[src/rtl/sync_frame_tx.sv]
// Serial frame transmitter: sync word, MSB-first payload, optional even parity.
// One bit per clock; the line idles at IDLE_BIT between frames.
module sync_frame_tx #(
    parameter int                DATA_W    = 8,
    parameter int                SYNC_W    = 4,
    parameter logic [SYNC_W-1:0] SYNC      = 4'b0110,
    parameter bit                PARITY_EN = 1'b1,
    parameter logic              IDLE_BIT  = 1'b1
) (
    input  logic              clk,
    input  logic              rst,
    input  logic              start,
    input  logic [DATA_W-1:0] data_in,
    output logic              ready,
    output logic              tx,
    output logic              tx_en,
    output logic              done
);

    localparam int MAX_W = (SYNC_W > DATA_W) ? SYNC_W : DATA_W;
    localparam int CNT_W = $clog2(MAX_W) + 1;

    localparam logic [CNT_W-1:0] SYNC_LAST = CNT_W'(SYNC_W - 1);
    localparam logic [CNT_W-1:0] DATA_LAST = CNT_W'(DATA_W - 1);

    typedef enum logic [1:0] {
        ST_IDLE,
        ST_SYNC,
        ST_DATA,
        ST_PAR
    } state_t;

    state_t            state_q, state_d;
    logic [CNT_W-1:0]  cnt_q, cnt_d;
    logic [DATA_W-1:0] shreg_q, shreg_d;
    logic              par_q, par_d;
    logic              tx_d, tx_en_d, ready_d, done_d;
    logic [SYNC_W-1:0] sync_shift;

    // NOTE: every register below uses <= so all updates take effect together at the edge.
    always_ff @(posedge clk) begin
        if (rst) begin
            state_q <= ST_IDLE;
            cnt_q   <= '0;
            shreg_q <= '0;
            par_q   <= 1'b0;
            tx      <= IDLE_BIT;
            tx_en   <= 1'b0;
            ready   <= 1'b1;
            done    <= 1'b0;
        end else begin
            state_q <= state_d;
            cnt_q   <= cnt_d;
            shreg_q <= shreg_d;
            par_q   <= par_d;
            tx      <= tx_d;
            tx_en   <= tx_en_d;
            ready   <= ready_d;
            done    <= done_d;
        end
    end

    // The state leads tx by one cycle: each state decides the bit registered at the next edge.
    always_comb begin
        // NOTE: defaults first so no path through the case leaves a signal unassigned (no latches).
        state_d    = state_q;
        cnt_d      = cnt_q;
        shreg_d    = shreg_q;
        par_d      = par_q;
        tx_d       = IDLE_BIT;
        tx_en_d    = 1'b0;
        ready_d    = 1'b0;
        done_d     = 1'b0;
        sync_shift = SYNC << cnt_q;

        case (state_q)
            ST_IDLE: begin
                ready_d = 1'b1;
                // ready is still low in the last-bit cycle, which enforces the idle gap.
                if (start && ready) begin
                    shreg_d = data_in;
                    par_d   = 1'b0;
                    cnt_d   = '0;
                    state_d = ST_SYNC;
                    ready_d = 1'b0;
                end
            end

            ST_SYNC: begin
                tx_d    = sync_shift[SYNC_W-1];
                tx_en_d = 1'b1;
                if (cnt_q == SYNC_LAST) begin
                    cnt_d   = '0;
                    state_d = ST_DATA;
                end else begin
                    cnt_d = cnt_q + CNT_W'(1);
                end
            end

            ST_DATA: begin
                tx_d    = shreg_q[DATA_W-1];
                tx_en_d = 1'b1;
                shreg_d = shreg_q << 1;
                // Parity accumulates over the latched payload as it shifts out.
                par_d   = par_q ^ shreg_q[DATA_W-1];
                if (cnt_q == DATA_LAST) begin
                    cnt_d = '0;
                    if (PARITY_EN) begin
                        state_d = ST_PAR;
                    end else begin
                        state_d = ST_IDLE;
                        done_d  = 1'b1;
                    end
                end else begin
                    cnt_d = cnt_q + CNT_W'(1);
                end
            end

            ST_PAR: begin
                tx_d    = par_q;
                tx_en_d = 1'b1;
                done_d  = 1'b1;
                cnt_d   = '0;
                state_d = ST_IDLE;
            end

            default: begin
                state_d = ST_IDLE;
            end
        endcase
    end

endmodule

[config.mk]
export PLATFORM = sky130hd
export DESIGN_NAME = sync_frame_tx
export DESIGN_NICKNAME = d
export VERILOG_FILES = /design/src/rtl/sync_frame_tx.sv
export SDC_FILE = /design/constraint.sdc
export NUM_CORES = 1
export LEC_CHECK = 0
export ABC_CLOCK_PERIOD_IN_PS = 2300
export CAP_MARGIN = 20
export CORE_MARGIN = 2
export CORE_UTILIZATION = 54
export DETAILED_ROUTE_END_ITERATION = 16
export PLACE_DENSITY = 0.92
export RECOVER_POWER = 100
export REMOVE_ABC_BUFFERS = 1
export SLEW_MARGIN = 15
export SYNTH_ARGS = -nofsm -noshare
export SYNTH_HDL_FRONTEND = slang
export SYNTH_SLANG_ARGS = --single-unit
[constraint.sdc]
create_clock -name clk -period 2.3 [get_ports clk]
set_input_delay 0.345 -clock clk [delete_from_list [all_inputs] [get_ports clk]]
set_output_delay 0.345 -clock clk [all_outputs]
set_load 0.01 [all_outputs]
### Signal wires on met2, run 1

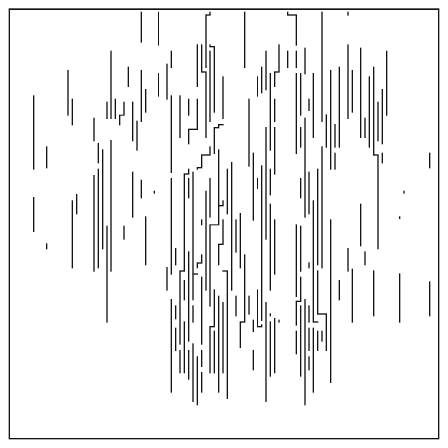
- wire length on this layer: 889 um
- main direction: vertical
- share of all routed wire: 49%
- longest straight run: 17.3 um

### The metal 1 layer, run 1

Cells faint in the background.
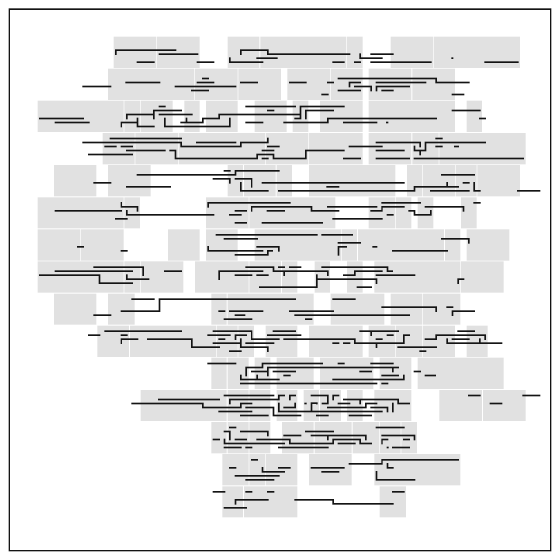
- longest straight run: 12.0 um
- wire length on this layer: 801 um
- main direction: horizontal

### Placement density heat map, run 1

Bar = 10 um. The die is cut into 9 by 9 equal tiles; dark blue is low, red is high, 0 to 100% covered.
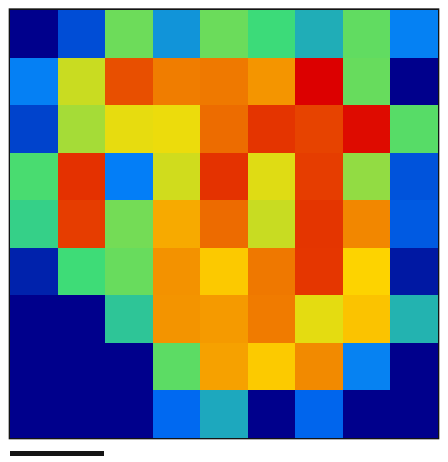
- nearly empty tiles: 17%
- fullest tile: 100%
- tiles over 75% full: 36%
- densest ninth of the die: center
- emptiest ninth of the die: lower left

### Sizing map, run 1

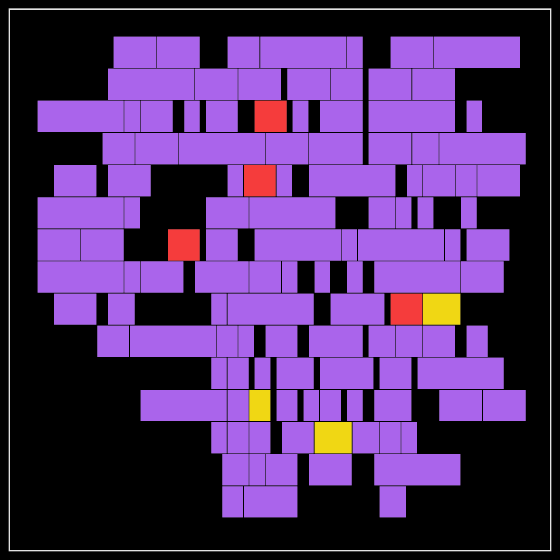
- x1 and smaller: purple (cells 112; most used dfxtp_1)
- x3 and x4: red (cells 4; most used clkbuf_4)
- x2: yellow (cells 3)

==> run 1: report_power, final <==
group	switching, W	internal, W	total (W)
Combinational	0.000281	0.000196	0.000477
Sequential	0.0000430	0.000412	0.000455
Clock	0.000109	0.0000648	0.000174
Total	0.000433	0.000673	0.00111
==> run 1: kinds of logic (layout without fill, tap and decap cells) <==
| family | Yosys count | in the layout |
|---|---|---|
| compound gates | 20 | 20 |
| xor+xnor | 1 | 1 |
| fa+ha+maj | 6 | 6 |
| buf+inv | 8 | 23 |
| flops | 19 | 19 |
| mux | 9 | 9 |
| simple gates | 41 | 41 |
==> run 1: state kept, by name, summed over array words and instances (netlist names) <==
signal / cells
cnt_q: 4
done: 1
par_q: 1
ready: 1
shreg_q: 8
state_q: 2
tx: 1
tx_en: 1
==> tab_implementation.tex, run 1 <==
% Synthesis and place-and-route results
\begin{tabular}{lr}
\hline
Metric & Value \\
\hline
\multicolumn{2}{l}{\textbf{Placement}} \\
\quad Inst Count DP & 132 \\
\quad DPL Wire Length & about 1300 um \\
\quad Setup Slack @ Placement & 365 ps \\
\quad Routability-driven placement congestion ratio & 0.768 \\
\quad Area post-placement & 1090 sq um \\
\multicolumn{2}{l}{\textbf{Worst hold path}} \\
\quad Worst hold-check path type & reg -> reg \\
\multicolumn{2}{l}{\textbf{Timing}} \\
\quad Final sum of negative setup slack & 0 ps \\
\quad \# setup viols final & 0 \\
\quad Final Max Slew Viols & 0 \\
\quad Final worst hold slack & 508 ps \\
\quad Part of the cycle the worst path needs & 0.821 \\
\quad Final count of hold timing violations & 0 \\
\quad RSZ-0062 raised after global routing & no \\
\quad PnR worst setup slack & 411 ps \\
\quad Transition time of the tightest slew-check pin & around 760 ps \\
\quad Worst slew margin relative to its limit & 0.491 \\
\multicolumn{2}{l}{\textbf{Floorplanning}} \\
\quad Total core area & 1690 sq um \\
\quad Top-level I/O count & 15 \\
\quad Effective utilization at floorplan & 0.557 \\
\quad Vert. Die Dim & 45.7 um \\
\multicolumn{2}{l}{\textbf{Clocking}} \\
\quad Buffer levels on the longest clock path & 2 \\
\quad CTS clock-pin slew for the worst setup and hold paths & 120 ps \\
\quad Number of sinks driven by the clock tree & 19 \\
\quad Setup fix buffers added after clock tree synthesis & 0 \\
\multicolumn{2}{l}{\textbf{Drt}} \\
\quad Average wire per standard cell & about 13 um \\
\quad Detailed-route DRC error count & 0 \\
\quad Met3 layer wire length in the routed design & just under 70 um \\
\quad Number of iterations in the first detailed-routing pass & 4 \\
\quad Final wirelength & 1820 um \\
\quad Metal2 WL & 888 um \\
\quad Average vias per placed instance & between 5 and 6 \\
\multicolumn{2}{l}{\textbf{Synthesis}} \\
\quad Post-synthesis share of cell area spent on xor and xnor gates & 0.00931 \\
\quad Synthesized instance count & 104 \\
\quad Post-Synth Simple-Gate Area & 0.211 \\
\quad Average footprint of a synthesized cell & 9.05 sq um \\
\quad Share of the synthesized area in the top cell type & 0.404 \\
\quad Distinct cells, synth & 31 \\
\quad Fraction of synthesis flops using an asynchronous set or reset pin & 0 \\
\quad AO/OA Area Share & 0.161 \\
\quad Most area-consuming cells after synthesis & dfxtp\_1, mux2i\_1, ha\_1 \\
\quad Most used standard cell by instance count after synthesis & dfxtp\_1 \\
\quad Sequential-to-total area share from yosys stat & 0.404 \\
\quad EDFF count, synth & 0 \\
\quad Total standard cell area after synthesis & 941 sq um \\
\quad Area fraction in mux cells & 0.0957 \\
\quad Top non-seq family & simple AND/OR/NAND/NOR gates \\
\quad Most common flop cell mapped by yosys & dfxtp\_1 \\
\multicolumn{2}{l}{\textbf{Critical path}} \\
\quad Type of destination of the critical path & register \\
\quad Crit start category & register \\
\quad Reg-to-reg startpoint & state\_q[1]\$\_SDFFE\_PP0P\_ \\
\quad Data arrival at the endpoint of the critical path & roughly 2100 ps \\
\quad CP Buf/Inv Count & 1 \\
\quad Kind of cell with the highest combined delay on the critical path & AND-OR/OR-AND gates \\
\quad R2r setup slk & 410 ps \\
\quad Worst setup path endpoint & cnt\_q[3]\$\_SDFFE\_PP0P\_ \\
\quad Startpoint of the most critical setup path & state\_q[1]\$\_SDFFE\_PP0P\_ \\
\multicolumn{2}{l}{\textbf{GRT}} \\
\quad Overall overflow remaining after global route & 0 \\
\quad Total GRT Usage & 0.203 \\
\quad Pin count of the biggest net entering global routing & 18 \\
\quad Met3 Track Usage GR & 0.0476 \\
\quad Met1 usage & 0.245 \\
\quad Antenna violations before repair & 0 \\
\quad Most congested layer reported by global routing & met2 \\
\quad Global-route wire length before repair & 3020 um \\
\multicolumn{2}{l}{\textbf{Status}} \\
\quad Outcome & finished, final reports clean \\
\multicolumn{2}{l}{\textbf{Final layout}} \\
\quad Non-filler cells in the finished layout & between 100 and 150 \\
\quad Biggest cell category by area in the final layout & combinational gates \\
\quad Reg area & 380 sq um \\
\quad Fraction of the core area covered by cells at the end of the flow & 0.656 \\
\quad Clock buf count & 3 \\
\quad Relative area of non-clock buffer cells in the final design & 0.137 \\
\quad Post-synthesis to final-layout area growth & 17.8\% \\
\quad Post-route cell area & 1110 sq um \\
\quad Antenna diode count & 0 \\
\quad Flip-flops & 19 \\
\quad Combinational Gates & 77 \\
\quad Logic gate fraction of the total cell area & 0.466 \\
\quad Highest-count cells in the layout ignoring fill and taps & dfxtp\_1, nor2\_1, mux2i\_1, clkdlybuf4s50\_1 \\
\quad Most numerous logic cell after layout & dfxtp\_1 \\
\quad Flip-flop and latch share of the layout cell area & 0.343 \\
\multicolumn{2}{l}{\textbf{Pwr}} \\
\quad Power density cells & 997 nW/um\^{}2 \\
\quad Largest vdd supply drop & 0.000516 V \\
\multicolumn{2}{l}{\textbf{Job}} \\
\quad Max-cap violations & 0 \\
\quad Total number of warnings across the stage logs & 29 \\
\hline
\end{tabular}
## Run 2: what changed since run 1
--- a/config.mk
+++ b/config.mk
@@ -5,12 +5,12 @@
 export SDC_FILE = /design/constraint.sdc
 export NUM_CORES = 1
 export LEC_CHECK = 0
-export ABC_CLOCK_PERIOD_IN_PS = 2300
+export ABC_CLOCK_PERIOD_IN_PS = 1700
 export CAP_MARGIN = 20
 export CORE_MARGIN = 2
-export CORE_UTILIZATION = 54
+export CORE_UTILIZATION = 46
 export DETAILED_ROUTE_END_ITERATION = 16
-export PLACE_DENSITY = 0.92
+export PLACE_DENSITY = 0.85
 export RECOVER_POWER = 100
 export REMOVE_ABC_BUFFERS = 1
 export SLEW_MARGIN = 15
==> constraint.sdc (replaced) <==
create_clock -name clk -period 1.7 [get_ports clk]
set_input_delay 0.255 -clock clk [delete_from_list [all_inputs] [get_ports clk]]
set_output_delay 0.255 -clock clk [all_outputs]
set_load 0.01 [all_outputs]
### The metal 1 layer, run 2

Cells faint in the background.
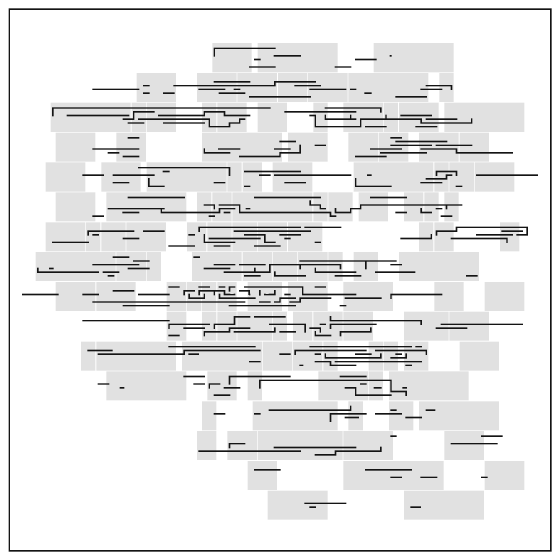
- longest straight run: 19.8 um
- wire length on this layer: 778 um

### Sizing map, run 2

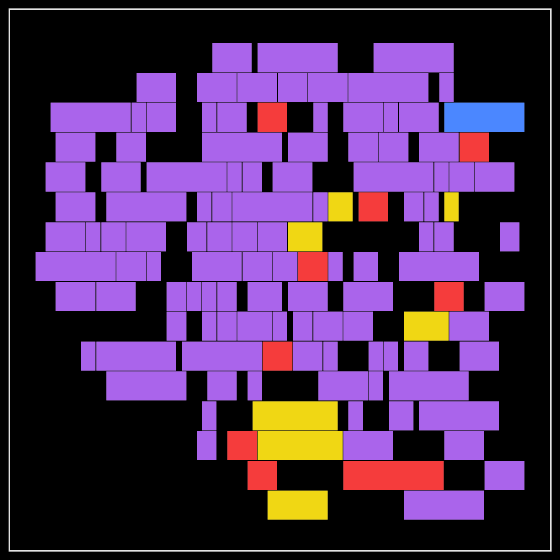
- x6 and larger: blue (cells 1; most used buf_12)
- x3 and x4: red (cells 9)
- x2: yellow (cells 7; most used dfxtp_2)
- x1 and smaller: purple (cells 107; most used dfxtp_1)

==> run 2 against run 1 <==
Effect of this change:
- die size up 16%
- first-iteration DRC count down 31%
- maximum frequency up 16%
- sequential power up 37%
- final area up 7.3%
- combinational power up 58%
- non-clock buffer count up 5
- total power up 45%
- setup slack worse by 350 ps
- count of clock-buffer cells in the layout up 1
- critical path type unchanged
==> tab_implementation.tex, run 2 <==
% Synthesis and place-and-route results
\begin{tabular}{lr}
\hline
Metric & Value \\
\hline
\multicolumn{2}{l}{\textbf{Pwr}} \\
\quad P\_comb & 0.000756 W (+58\%) \\
\quad Cell-internal power & 0.00101 W (+51\%) \\
\quad Power density cells & 1350 nW/um\^{}2 (+36\%) \\
\quad Power share of the combinational group & 0.470 (+0.038) \\
\quad Switching Fraction & 0.369 (-0.0222) \\
\quad Clock power frac & 0.141 (-0.016) \\
\quad Sequential power & 0.000625 W (+37\%) \\
\quad Largest vdd supply drop & 0.000727 V (+41\%) \\
\quad Max power group & combinational cells \\
\quad Clock group power & 0.000227 W (+30\%) \\
\multicolumn{2}{l}{\textbf{Drt}} \\
\quad Metal2 WL & 919 um (+3.5\%) \\
\quad Final wirelength & 1820 um (+0.11\%) \\
\quad Average vias per placed instance & 5.30 (-7.7\%) \\
\quad Number of iterations in the first detailed-routing pass & 4 (unchanged) \\
\quad Met3 layer wire length in the routed design & 88 um (+29\%) \\
\quad Detailed-route DRC error count & 0 (unchanged) \\
\quad Average wire per standard cell & 12.0 um (-9.8\%) \\
\multicolumn{2}{l}{\textbf{Synthesis}} \\
\quad Most area-consuming cells after synthesis & dfxtp\_1, mux2i\_1, ha\_1 \\
\quad Synthesized instance count & 104 (unchanged) \\
\quad Distinct cells, synth & 31 (unchanged) \\
\quad Fraction of synthesis flops using an asynchronous set or reset pin & 0 (unchanged) \\
\quad Total standard cell area after synthesis & 941 sq um (unchanged) \\
\quad Top non-seq family & simple AND/OR/NAND/NOR gates \\
\quad Share of the synthesized area in the top cell type & 0.404 (unchanged) \\
\quad Post-synthesis share of cell area spent on xor and xnor gates & 0.00931 (unchanged) \\
\quad Sequential-to-total area share from yosys stat & 0.404 (unchanged) \\
\quad Most used standard cell by instance count after synthesis & dfxtp\_1 \\
\quad Post-Synth Simple-Gate Area & 0.211 (unchanged) \\
\quad AO/OA Area Share & 0.161 (unchanged) \\
\multicolumn{2}{l}{\textbf{Critical path}} \\
\quad Kind of cell with the highest combined delay on the critical path & simple AND/OR/NAND/NOR gates \\
\quad Reg-to-reg startpoint & state\_q[1]\$\_SDFFE\_PP0P\_ \\
\quad CP Buf/Inv Count & 1 (unchanged) \\
\quad Data arrival at the endpoint of the critical path & 1830 ps (-250 ps) \\
\quad Type of destination of the critical path & register \\
\quad Worst setup path endpoint & state\_q[1]\$\_SDFFE\_PP0P\_ \\
\quad Startpoint of the most critical setup path & state\_q[1]\$\_SDFFE\_PP0P\_ \\
\quad Crit start category & register \\
\multicolumn{2}{l}{\textbf{Final layout}} \\
\quad Non-filler cells in the finished layout & 151 (+11\%) \\
\quad Relative area of non-clock buffer cells in the final design & 0.169 (+0.0327) \\
\quad Max FFs per register & 8 (unchanged) \\
\quad Clock buf count & 4 (+1) \\
\quad Logic gate fraction of the total cell area & 0.449 (-0.0171) \\
\quad Highest-count cells in the layout ignoring fill and taps & dfxtp\_1, nor2\_1, clkdlybuf4s50\_1, mux2i\_1 \\
\quad Flip-flops & 19 (unchanged) \\
\quad Reg area & 383 sq um (+0.66\%) \\
\quad Biggest cell category by area in the final layout & combinational gates \\
\quad Flip-flop and latch share of the layout cell area & 0.322 (-0.0213) \\
\quad Post-route cell area & 1190 sq um (+7.3\%) \\
\quad Antenna diode count & 0 (unchanged) \\
\quad Largest regs & shreg\_q x8, cnt\_q x4, state\_q x2 \\
\quad Most numerous logic cell after layout & dfxtp\_1 \\
\quad Post-synthesis to final-layout area growth & 26.5\% \\
\quad Combinational Gates & 77 (unchanged) \\
\multicolumn{2}{l}{\textbf{GRT}} \\
\quad Met3 Track Usage GR & 0.0276 (-0.0200) \\
\quad Met1 usage & 0.177 (-0.0683) \\
\quad Global-route wire length before repair & 3020 um (-0.23\%) \\
\quad Total GRT Usage & 0.160 (-0.0431) \\
\quad Pin count of the biggest net entering global routing & 18 (unchanged) \\
\quad Antenna violations before repair & 0 (unchanged) \\
\multicolumn{2}{l}{\textbf{Timing}} \\
\quad \# setup viols final & 0 (unchanged) \\
\quad Transition time of the tightest slew-check pin & 331 ps (-431 ps) \\
\quad Final count of hold timing violations & 0 (unchanged) \\
\quad Final Max Slew Viols & 0 (unchanged) \\
\quad Final sum of negative setup slack & 0 ps (unchanged) \\
\quad Part of the cycle the worst path needs & 0.962 (+0.141) \\
\multicolumn{2}{l}{\textbf{Placement}} \\
\quad Routability-driven placement congestion ratio & 0.777 (+1.1\%) \\
\quad Inst Count DP & 146 (+11\%) \\
\quad DPL Wire Length & 1330 um (+3.1\%) \\
\quad Area post-placement & 1130 sq um (+3.9\%) \\
\multicolumn{2}{l}{\textbf{Status}} \\
\quad Outcome & finished, final reports clean \\
\multicolumn{2}{l}{\textbf{Clocking}} \\
\quad CTS clock-pin slew for the worst setup and hold paths & 110 ps (about the same) \\
\quad Setup fix buffers added after clock tree synthesis & 0 (unchanged) \\
\quad Buffer levels on the longest clock path & 2 (unchanged) \\
\multicolumn{2}{l}{\textbf{Floorplanning}} \\
\quad Top-level I/O count & 15 (unchanged) \\
\quad Vert. Die Dim & 49.2 um (+7.6\%) \\
\multicolumn{2}{l}{\textbf{Worst hold path}} \\
\quad Worst hold-check path type & reg -> reg \\
\hline
\end{tabular}
### Placement density heat map, run 2

Bar = 10 um. The die is cut into 10 by 10 equal tiles; dark blue is low, red is high, 0 to 100% covered.
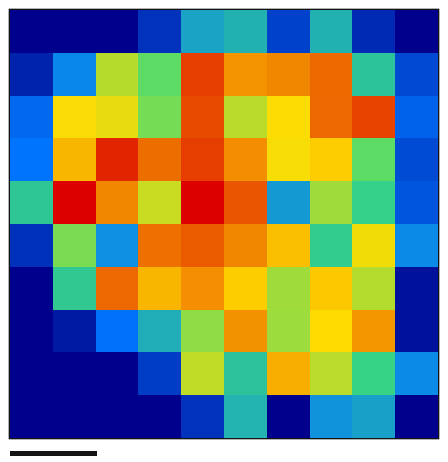
effective utilization at floorplan: 0.485
fraction of the core area covered by cells at the end of the flow: 0.613
total core area: 1940 sq um

[run 2: cell types whose count changed in the layout (fill, tap and decap cells not counted), sizes merged]
cell	delta
inv	+1
clkdlybuf4s50	+1
clkinv	-2
dlygate4sd3	-1
clkbuf	+2
buf	+4
[run 2: per-stage QoR]
step / utilization / setup slack (ps) / power, W / hold slack (ps)
2_1_floorplan: - / -30.6 / 0.00109 / 324
3_3_place_gp: 0.584 / 40.4 / 0.00131 / 476
3_5_place_dp: 0.584 / -18.3 / 0.00135 / 494
4_1_cts: 0.599 / 11.7 / 0.00158 / 514
5_1_grt: 0.613 / -8.23 / 0.00172 / 535
6_report: 0.613 / 64.6 / 0.00161 / 508
[run 2: cell families after synthesis]
group / after synthesis
mux: 9
fa+ha+maj: 6
simple gates: 41
compound gates: 20
flops: 19
buf+inv: 8
xor+xnor: 1
Power is estimated from default activity; no workload was simulated.
